$ cat src/rtl/sap1_uc_pkg.sv
// Shared definitions for the SAP-1 microprogram sequencer: control-word bit
// positions, the idle control word, opcodes, routine start addresses, the
// per-word sequencing action and the sequencer state encoding.
package sap1_uc_pkg;

  localparam int UADDR_W = 5;   // micro-PC width (32 control-store words)
  localparam int CW_W    = 17;  // control word width
  localparam int OP_W    = 4;   // opcode width (IR[7:4])

  // Control word bit positions, MSB first: EP CP LM* CE* LI* EI CS LOAD CLR INC LA* EA LB* SU AD EU LO*
  localparam int CW_EP   = 16;
  localparam int CW_CP   = 15;
  localparam int CW_LM   = 14;  // active low
  localparam int CW_CE   = 13;  // active low
  localparam int CW_LI   = 12;  // active low
  localparam int CW_EI   = 11;
  localparam int CW_CS   = 10;
  localparam int CW_LOAD = 9;
  localparam int CW_CLR  = 8;
  localparam int CW_INC  = 7;
  localparam int CW_LA   = 6;   // active low
  localparam int CW_EA   = 5;
  localparam int CW_LB   = 4;   // active low
  localparam int CW_SU   = 3;
  localparam int CW_AD   = 2;
  localparam int CW_EU   = 1;
  localparam int CW_LO   = 0;   // active low

  // Single-bit masks so store words can be written as edits of CW_IDLE
  localparam logic [CW_W-1:0] M_EP   = CW_W'(1) << CW_EP;
  localparam logic [CW_W-1:0] M_CP   = CW_W'(1) << CW_CP;
  localparam logic [CW_W-1:0] M_LM   = CW_W'(1) << CW_LM;
  localparam logic [CW_W-1:0] M_CE   = CW_W'(1) << CW_CE;
  localparam logic [CW_W-1:0] M_LI   = CW_W'(1) << CW_LI;
  localparam logic [CW_W-1:0] M_EI   = CW_W'(1) << CW_EI;
  localparam logic [CW_W-1:0] M_CS   = CW_W'(1) << CW_CS;
  localparam logic [CW_W-1:0] M_LOAD = CW_W'(1) << CW_LOAD;
  localparam logic [CW_W-1:0] M_CLR  = CW_W'(1) << CW_CLR;
  localparam logic [CW_W-1:0] M_INC  = CW_W'(1) << CW_INC;
  localparam logic [CW_W-1:0] M_LA   = CW_W'(1) << CW_LA;
  localparam logic [CW_W-1:0] M_EA   = CW_W'(1) << CW_EA;
  localparam logic [CW_W-1:0] M_LB   = CW_W'(1) << CW_LB;
  localparam logic [CW_W-1:0] M_SU   = CW_W'(1) << CW_SU;
  localparam logic [CW_W-1:0] M_AD   = CW_W'(1) << CW_AD;
  localparam logic [CW_W-1:0] M_EU   = CW_W'(1) << CW_EU;
  localparam logic [CW_W-1:0] M_LO   = CW_W'(1) << CW_LO;

  // Bits owned by the sequencing action rather than by the store word
  localparam logic [CW_W-1:0] SEQ_MASK = M_CS | M_LOAD | M_CLR | M_INC;

  // All loads inactive, LO* high, nothing driving the bus
  localparam logic [CW_W-1:0] CW_IDLE = 17'h07051;

  // Opcodes (IR upper nibble)
  localparam logic [OP_W-1:0] OP_LDA = 4'h0;
  localparam logic [OP_W-1:0] OP_ADD = 4'h1;
  localparam logic [OP_W-1:0] OP_SUB = 4'h2;
  localparam logic [OP_W-1:0] OP_OUT = 4'hE;
  localparam logic [OP_W-1:0] OP_HLT = 4'hF;

  // Control-store routine start addresses
  localparam logic [UADDR_W-1:0] UA_FETCH = 5'd0;
  localparam logic [UADDR_W-1:0] UA_MAP   = 5'd3;
  localparam logic [UADDR_W-1:0] UA_LDA   = 5'd4;
  localparam logic [UADDR_W-1:0] UA_ADD   = 5'd7;
  localparam logic [UADDR_W-1:0] UA_SUB   = 5'd12;
  localparam logic [UADDR_W-1:0] UA_OUT   = 5'd17;
  localparam logic [UADDR_W-1:0] UA_HLT   = 5'd20;
  localparam logic [UADDR_W-1:0] UA_NOP   = 5'd21;

  // What the sequencer does after the current micro-step
  typedef enum logic [1:0] {
    ACT_INC  = 2'd0,
    ACT_MAP  = 2'd1,
    ACT_RET  = 2'd2,
    ACT_HALT = 2'd3
  } action_t;

  typedef enum logic [1:0] {
    S_IDLE   = 2'd0,
    S_EXEC   = 2'd1,
    S_HALTED = 2'd2
  } state_t;

endpackage

$ cat src/rtl/sap1_map_rom.sv
// Opcode-to-routine mapping ROM: returns the control-store start address of
// the routine for an opcode and whether that opcode is implemented.
// Unimplemented opcodes fall through to the NOP routine.
module sap1_map_rom
  import sap1_uc_pkg::*;
(
  input  logic [OP_W-1:0]    opcode,
  output logic [UADDR_W-1:0] start_addr,
  output logic               legal
);

  // Pure lookup; defaults describe the unmapped-opcode case
  always_comb begin
    start_addr = UA_NOP;
    legal      = 1'b0;
    case (opcode)
      OP_LDA: begin start_addr = UA_LDA; legal = 1'b1; end
      OP_ADD: begin start_addr = UA_ADD; legal = 1'b1; end
      OP_SUB: begin start_addr = UA_SUB; legal = 1'b1; end
      OP_OUT: begin start_addr = UA_OUT; legal = 1'b1; end
      OP_HLT: begin start_addr = UA_HLT; legal = 1'b1; end
      default: ;
    endcase
  end

endmodule

$ cat src/rtl/sap1_micro_sequencer.sv
// SAP-1 microprogram sequencer. A 32-word control store addressed by a 5-bit
// micro-PC produces the 17-bit control word; each store word also carries a
// sequencing action (increment, map on opcode, return to fetch, halt).
// Run / single-step / halt control sits around the micro-PC.
module sap1_micro_sequencer
  import sap1_uc_pkg::*;
(
  input  logic               clk,
  input  logic               rst,
  input  logic               run,
  input  logic               step,
  input  logic [OP_W-1:0]    ir_opcode,
  output logic [CW_W-1:0]    cw,
  output logic [UADDR_W-1:0] upc,
  output logic               halted,
  output logic               instr_done,
  output logic               illegal
);

  state_t             state_reg;
  logic [UADDR_W-1:0] upc_reg;
  logic               single_reg;   // current instruction was started by step
  logic               illegal_reg;
  logic               halted_reg;

  logic [CW_W-1:0]    store_word;
  action_t            action;
  logic [UADDR_W-1:0] map_addr;
  logic               map_legal;

  sap1_map_rom u_map_rom (
    .opcode     (ir_opcode),
    .start_addr (map_addr),
    .legal      (map_legal)
  );

  // Control store and action table, indexed by the micro-PC.
  // The CS/LOAD/CLR/INC bits of the stored word are replaced by the action below.
  always_comb begin
    store_word = CW_IDLE;
    action     = ACT_RET;
    case (upc_reg)
      // fetch: PC -> MAR, PC+1, RAM -> IR, then map on opcode
      5'd0:  begin store_word = 17'b10011000011010001; action = ACT_INC; end
      5'd1:  begin store_word = 17'b01111000011010001; action = ACT_INC; end
      5'd2:  begin store_word = 17'b00100000011010001; action = ACT_INC; end
      5'd3:  begin store_word = 17'b00111011001010001; action = ACT_MAP; end
      // LDA: IR -> MAR, RAM -> A
      5'd4:  begin store_word = 17'b00011100011010001; action = ACT_INC; end
      5'd5:  begin store_word = 17'b00101000010010001; action = ACT_INC; end
      5'd6:  begin store_word = 17'b00111000101010001; action = ACT_RET; end
      // ADD: IR -> MAR, RAM -> B, add, ALU -> A
      5'd7:  begin store_word = (CW_IDLE & ~M_LM) | M_EI;   action = ACT_INC; end
      5'd8:  begin store_word = CW_IDLE & ~(M_CE | M_LB);   action = ACT_INC; end
      5'd9:  begin store_word = CW_IDLE | M_AD;             action = ACT_INC; end
      5'd10: begin store_word = (CW_IDLE & ~M_LA) | M_EU;   action = ACT_INC; end
      5'd11: begin store_word = CW_IDLE;                    action = ACT_RET; end
      // SUB: as ADD with subtract selected
      5'd12: begin store_word = (CW_IDLE & ~M_LM) | M_EI;   action = ACT_INC; end
      5'd13: begin store_word = CW_IDLE & ~(M_CE | M_LB);   action = ACT_INC; end
      5'd14: begin store_word = CW_IDLE | M_SU;             action = ACT_INC; end
      5'd15: begin store_word = (CW_IDLE & ~M_LA) | M_EU;   action = ACT_INC; end
      5'd16: begin store_word = CW_IDLE;                    action = ACT_RET; end
      // OUT: IR -> MAR (kept from the original routine), A -> output register
      5'd17: begin store_word = (CW_IDLE & ~M_LM) | M_EI;   action = ACT_INC; end
      5'd18: begin store_word = (CW_IDLE & ~M_LO) | M_EA;   action = ACT_INC; end
      5'd19: begin store_word = CW_IDLE;                    action = ACT_RET; end
      // HLT and NOP
      5'd20: begin store_word = CW_IDLE;                    action = ACT_HALT; end
      5'd21: begin store_word = CW_IDLE;                    action = ACT_RET; end
      // 22-31 are unused and return to fetch so the micro-PC never runs off the end
      default: ;
    endcase
  end

  // Control word and end-of-instruction strobe, decoded from state and micro-PC
  always_comb begin
    cw         = CW_IDLE;
    instr_done = 1'b0;
    if (state_reg == S_EXEC) begin
      cw = store_word & ~SEQ_MASK;
      case (action)
        ACT_INC:  cw = cw | M_INC;
        ACT_MAP:  cw = cw | M_CS | M_LOAD;
        ACT_RET:  begin cw = cw | M_CLR; instr_done = 1'b1; end
        ACT_HALT: instr_done = 1'b1;
      endcase
    end
  end

  // Sequencer FSM: micro-PC advance, run/step/halt control, sticky flags
  always_ff @(posedge clk or posedge rst) begin
    if (rst) begin
      state_reg   <= S_IDLE;
      upc_reg     <= UA_FETCH;
      single_reg  <= 1'b0;
      illegal_reg <= 1'b0;
      halted_reg  <= 1'b0;
    end else begin
      case (state_reg)
        S_IDLE: begin
          // run wins over step when both are present
          if (run || step) begin
            state_reg  <= S_EXEC;
            upc_reg    <= UA_FETCH;
            single_reg <= ~run;
          end
        end
        S_EXEC: begin
          // step is deliberately not looked at here
          case (action)
            ACT_INC: upc_reg <= upc_reg + UADDR_W'(1);
            ACT_MAP: begin
              upc_reg <= map_addr;
              if (!map_legal) illegal_reg <= 1'b1;
            end
            ACT_RET: begin
              upc_reg <= UA_FETCH;
              // stop only on instruction boundaries; continuous run has no bubble
              if (single_reg || !run) state_reg <= S_IDLE;
            end
            ACT_HALT: begin
              state_reg  <= S_HALTED;
              halted_reg <= 1'b1;
              upc_reg    <= UA_HLT;
            end
          endcase
        end
        S_HALTED: begin
          // frozen until reset
          upc_reg <= UA_HLT;
        end
        default: begin
          state_reg <= S_IDLE;
          upc_reg   <= UA_FETCH;
        end
      endcase
    end
  end

  assign upc     = upc_reg;
  assign halted  = halted_reg;
  assign illegal = illegal_reg;

endmodule

$ cat config.mk
export PLATFORM = sky130hd
export DESIGN_NAME = sap1_micro_sequencer
export DESIGN_NICKNAME = d
export VERILOG_FILES = /design/src/rtl/sap1_uc_pkg.sv /design/src/rtl/sap1_map_rom.sv /design/src/rtl/sap1_micro_sequencer.sv
export SDC_FILE = /design/constraint.sdc
export NUM_CORES = 1
export LEC_CHECK = 0
export ABC_CLOCK_PERIOD_IN_PS = 2850
export CORE_UTILIZATION = 43
export DETAILED_ROUTE_END_ITERATION = 8
export PLACE_DENSITY = 0.76
export SYNTH_ARGS = -nofsm -noshare
export SYNTH_HDL_FRONTEND = slang
export SYNTH_SLANG_ARGS = --single-unit
$ cat constraint.sdc
create_clock -name clk -period 2.85 [get_ports clk]
set_input_delay 0.855 -clock clk [delete_from_list [all_inputs] [get_ports clk]]
set_output_delay 0.855 -clock clk [all_outputs]
set_load 0.05 [all_outputs]
==> impl_metrics.csv <==
group,metric,value,unit
pwr,p_leak,0.8978,nW
min_path,holdCritStartpoint,"illegal",
worst_setup_path,worstPathMaxFanout,9,
worst_setup_path,critPathCapture,"cw[0]",
floorplanning,fp.dieArea,0.003000,mm^2
min_path,hold_path_end,"illegal",
logic_synthesis,top_cells_by_area,"dfrtp_1 21%, ha_1 8.4%, nor2_1 4.7%",
final_timing,grt_setup_unrepaired,"yes",
final_timing,tightest_slew,501.3,ps
floorplanning,dieHeight,54.77,um
worst_setup_path,crit_path_cell_trace,"inv_2 > ha_2 > nor2b_2 > a32oi_2 > nand3_2 > nand2b_4 > or4_4 > buf_6",
worst_setup_path,path_delay_family,"simple AND/OR/NAND/NOR gates",
logic_synthesis,synthesis.area,0.001197,mm^2
logic_synthesis,logic_family,"AND-OR/OR-AND gates",
logic_synthesis,synth-xor-area-share,0,%
pwr,seq_power,0.143,mW
worst_setup_path,crit_type,"flop to output port",
finish,inverters,9,
worst_setup_path,r2r_end,"state_reg[0]",
worst_setup_path,reg2reg_from,"upc[1]",
logic_synthesis,ys.flop_type,"dfrtp_1",
finish,most-common-layout-cells,"34 x buf_4, 14 x clkdlybuf4s50_1, 12 x nand2_1",
placement,io_buffers,32,
placement,dp_hpwl,3.276,mm
placement,place_area,0.001924,mm^2
clock_network,clk_pin_slew,70,ps
logic_synthesis,fp_nets,171,
finish,antenna_cells,0,
finish,comb_share,51.53,%
logic_synthesis,synth.most_common_cell,"nor2_1",
logic_synthesis,ys_types,47,
drt,dr_wl_met3,483,um
final_timing,worst_slack,-412.1,ps
logic_synthesis,synthesis.instances,155,
drt,top_layer,"met4",
outcome,violations,"negative setup slack",
logic_synthesis,fa_ha_area_share,8.359,%
worst_setup_path,critPathSlowestCell,"dfrtp_2",
finish,area_growth,81.09,%
pwr,p_seq_share,46.9,%
run,warnings,34,
logic_synthesis,ys_seq_share,20.90,%
final_timing,clock_skew,4.858,ps
pwr,cellInternalPower,0.2335,mW
global_routing,met2_usage,59.04,%
logic_synthesis,ys_warn_count,0,
worst_setup_path,end_kind,"output port",
run,maxCapViolations,0,
finish,largest_class,"multi-input combinational cells",
pwr,sw_frac_of_total,23.55,%
pwr,cellPowerDensity,140.9,mW/mm^2
global_routing,use_met3,11.67,%
worst_setup_path,r2r_slack,290,ps
placement,place_worst_setup_slack,-97.17,ps
final_timing,setup_viol,16,
pwr,finalPower,0.3054,mW
finish,fin_cells,248,
drt,dr_wl_met2,2.455,mm
clock_network,cts_max_level,1,
logic_synthesis,ys_area,0.001197,mm^2
clock_network,numCtsBuffers,3,
global_routing,grt_first_pass_wirelength,7.410,mm
drt,avgRoutedWirePerCell,20.06,um
global_routing,grt_pass1_vias,1569,
logic_synthesis,top_area_share,20.90,%
drt,viasPerCell,6.427,
finish,fill_cells,139,
clock_network,cts_setup_buffers,4,
pwr,netSwitchingPower,0.07191,mW
floorplanning,die_w,54.77,um
clock_network,holdBufCountCts,0,
finish,seq_cells,10,
worst_setup_path,crit_required,2000,ps
clock_network,cts.sinks,10,
finish,largest_register_ffs,5,
logic_synthesis,mux_area_share,2.194,%
outcome,status,"complete, but fails checks",
clock_network,clock_latency,280,ps
min_path,min_path_cells,1,
finish,bufAreaShareNonClock,31.74,%
drt,vias,1594,
worst_setup_path,ff2ff_path_depth,8,
drt,drc,0,
Fig. 1: cell area per tile
The die is cut into 11 by 11 equal tiles; white is low, dark blue is high, 0 to 100% covered.
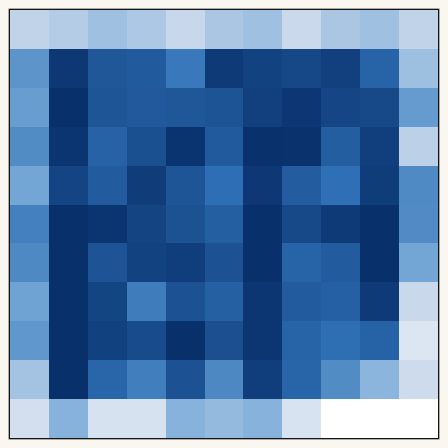
fullest tile	100%
tiles over 75% full	60%
nearly empty tiles	2.5%
emptiest ninth of the die	lower right
FP Core Util: 47.05%
Core ar.: 0.002545 mm^2

Fig. 2: layout detail
Window x 31 to 51, y 31 to 51 um. Cells in grey, sequential cells in the stronger grey; small squares are vias.
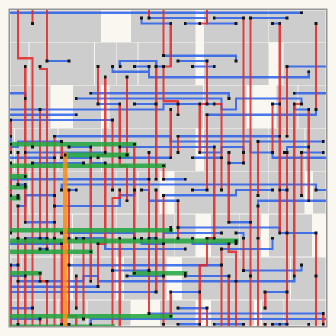
layer	colour
met1	blue
met3	green
met2	red
met4	orange
most frequent	buf_4 (11), nand2_1 (5), buf_6 (5)
sequential cells in the window	0
cells with their middle in the window	46

Power figures rest on the tool's default switching activity, not on a simulated workload.
